**Clock nets**

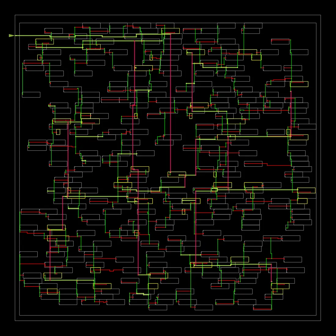
**Wiring heat map**

31 x 31 tiles, from dark blue (low) to red (high), scaled to the fullest tile. Values are wire area over tile area, all layers added.
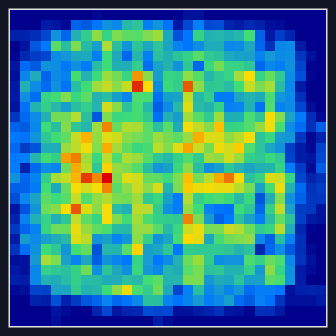
**Routed clock nets over the placement**

The bar under the picture is 50 um long.
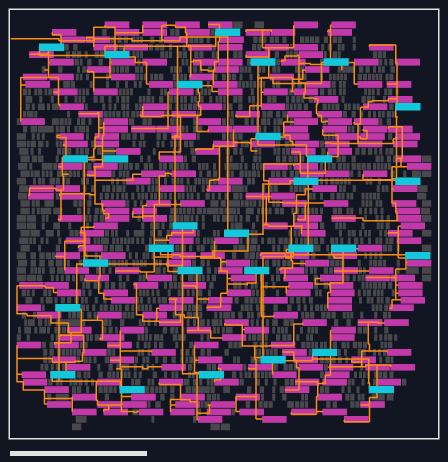
===== src/rtl/data_mem_param.sv =====
// Parametrised flop-based data memory: per-byte write enables, registered read
// port with a one-cycle valid strobe, and a sequential one-entry-per-cycle clear engine.
module data_mem_param #(
  parameter int DATA_W = 16,
  parameter int ADDR_W = 4,
  parameter int BE_W   = DATA_W / 8
) (
  input  logic              clk,
  input  logic              rst,
  input  logic [ADDR_W-1:0] addr,
  input  logic [DATA_W-1:0] data_in,
  input  logic [BE_W-1:0]   byte_en,
  input  logic              MemWrite,
  input  logic              MemRead,
  input  logic              clear,
  output logic              ready,
  output logic              busy,
  output logic [DATA_W-1:0] data_out,
  output logic              rd_valid
);

  localparam int DEPTH = 2 ** ADDR_W;

  localparam logic [0:0] ST_IDLE  = 1'b0;
  localparam logic [0:0] ST_CLEAR = 1'b1;

  logic [0:0]        state_r;
  logic [0:0]        state_nxt_s;
  logic [ADDR_W-1:0] clr_cnt_r;
  logic              clr_last_s;
  logic              accept_s;
  logic              wr_en_s;
  logic              rd_en_s;
  logic              ready_r;
  logic              busy_r;
  logic              rd_valid_r;
  logic [DATA_W-1:0] data_out_r;
  logic [DATA_W-1:0] mem_r [DEPTH];

  // Requests are only honoured while idle, and a clear pre-empts them.
  assign clr_last_s = (clr_cnt_r == ADDR_W'(DEPTH - 1));
  assign accept_s   = (state_r == ST_IDLE) && !clear;
  assign wr_en_s    = accept_s && MemWrite;
  assign rd_en_s    = accept_s && MemRead;

  // Next-state decode for the idle/clear controller.
  always_comb begin
    state_nxt_s = state_r;
    case (state_r)
      ST_IDLE: begin
        if (clear) begin
          state_nxt_s = ST_CLEAR;
        end else begin
          state_nxt_s = ST_IDLE;
        end
      end
      ST_CLEAR: begin
        if (clr_last_s) begin
          state_nxt_s = ST_IDLE;
        end else begin
          state_nxt_s = ST_CLEAR;
        end
      end
      default: state_nxt_s = ST_IDLE;
    endcase
  end

  // State, clear counter and the registered ready/busy decodes.
  always_ff @(posedge clk or posedge rst) begin
    if (rst) begin
      state_r   <= ST_IDLE;
      clr_cnt_r <= '0;
      ready_r   <= 1'b1;
      busy_r    <= 1'b0;
    end else begin
      state_r <= state_nxt_s;
      ready_r <= (state_nxt_s == ST_IDLE);
      busy_r  <= (state_nxt_s == ST_CLEAR);
      if (state_r == ST_CLEAR) begin
        clr_cnt_r <= clr_last_s ? '0 : clr_cnt_r + ADDR_W'(1);
      end else begin
        clr_cnt_r <= '0;
      end
    end
  end

  // Storage array: byte-masked writes when idle, one full word zeroed per clear cycle.
  always_ff @(posedge clk or posedge rst) begin
    if (rst) begin
      for (int i = 0; i < DEPTH; i++) begin
        mem_r[i] <= '0;
      end
    end else if (state_r == ST_CLEAR) begin
      mem_r[clr_cnt_r] <= '0;
    end else if (wr_en_s) begin
      for (int b = 0; b < BE_W; b++) begin
        if (byte_en[b]) begin
          mem_r[addr][8*b +: 8] <= data_in[8*b +: 8];
        end
      end
    end
  end

  // Read port samples the pre-edge contents, giving read-before-write on a collision.
  always_ff @(posedge clk or posedge rst) begin
    if (rst) begin
      data_out_r <= '0;
      rd_valid_r <= 1'b0;
    end else begin
      data_out_r <= rd_en_s ? mem_r[addr] : '0;
      rd_valid_r <= rd_en_s;
    end
  end

  assign ready    = ready_r;
  assign busy     = busy_r;
  assign data_out = data_out_r;
  assign rd_valid = rd_valid_r;

endmodule

===== config.mk =====
export PLATFORM = sky130hd
export DESIGN_NAME = data_mem_param
export DESIGN_NICKNAME = d
export VERILOG_FILES = /design/src/rtl/data_mem_param.sv
export SDC_FILE = /design/constraint.sdc
export NUM_CORES = 1
export LEC_CHECK = 0
export ABC_AREA = 1
export CAP_MARGIN = 20
export CORE_MARGIN = 2
export CORE_UTILIZATION = 60
export DETAILED_ROUTE_END_ITERATION = 12
export PLACE_DENSITY = 0.8
export REMOVE_ABC_BUFFERS = 1
export SLEW_MARGIN = 20
export SYNTH_ARGS = -nofsm -noshare
export SYNTH_HDL_FRONTEND = slang
export SYNTH_SLANG_ARGS = --single-unit

===== constraint.sdc =====
create_clock -name clk -period 17.9 [get_ports clk]
set_input_delay 4.475 -clock clk [delete_from_list [all_inputs] [get_ports clk]]
set_output_delay 4.475 -clock clk [all_outputs]
set_load 0.03 [all_outputs]

==> changes_impl.md <==
### Metrics

* Unrepaired setup endpoints after global routing: no
* Hold Crit Class: register to register
* Async set-reset flop share out of synthesis at 1.00
* Hold buffers post-CTS at 0
* Final Slew Violations at 0
* Simple-gate share of the synthesized area at 0.246
* Die width at roughly 160 um
* M1 wire length at 17.1 mm
* Clk root buf: clkbuf_16
* Synth warn at 0
* Fin crit period at 7210 ps
* M2 GR Usage at 0.555
* Sequential cell power at 687 uW
* Reg2Reg Capture Point: mem_r[164]
* Status: finished, final reports clean
* Highest-power group: sequential cells
* Biggest area cells: dfrtp_1, nand2_1, o21ai_0
* Logic share of the area at 0.402
* Main flop type: dfrtp_1
* Length of routed met3 wiring at 4.36 mm
* Setup ws final at between 10000 and 15000 ps
Back to the opening pictures, 'clock nets':
# clk buffers: 42
CTS Buf Count: 29
clock sink total: 279
flop count: 279
skew final: 19.9 ps

Back to the opening pictures, 'wiring heat map':
- tiles over half the peak: 28%
- densest ninth of the die: center
- nearly empty tiles: 11%
- fullest tile: 0.84
- mean over tiles: 0.30
wire per inst: 19.8 um
GR Util All Layers: 0.358
routed via count: 13346
final wirelength: 42.4 mm

Back to the opening pictures, 'routed clock nets over the placement':
- orange: clock wires (length 3470 um)
- magenta: flip-flops (count 279)
- cyan: cells driving clock nets (count 29)
- routed clock nets: 30
Power Clock: 594 uW
Clock Power Share: 0.357

state kept, by name, summed over array words and instances, names as in the netlist:
register,flops
mem_r,256
data_out,16
clr_cnt_r,4
busy,1
rd_valid,1
ready,1
how the worst max path moves through the flow:
| stage | slack, ps | end | from | cells after the start |
|---|---|---|---|---|
| 2_1_floorplan | 5730 | busy | rst | 1 |
| 3_3_place_gp | 10360 | mem_r[64] | addr[0] | 9 |
| 3_5_place_dp | 10300 | mem_r[193] | addr[0] | 9 |
| 4_1_cts | 10870 | mem_r[193] | addr[0] | 9 |
| 5_1_grt | 10590 | mem_r[128] | addr[0] | 9 |
| 6_report | 10690 | mem_r[193] | addr[0] | 9 |
Power and IR drop assume default switching activity.
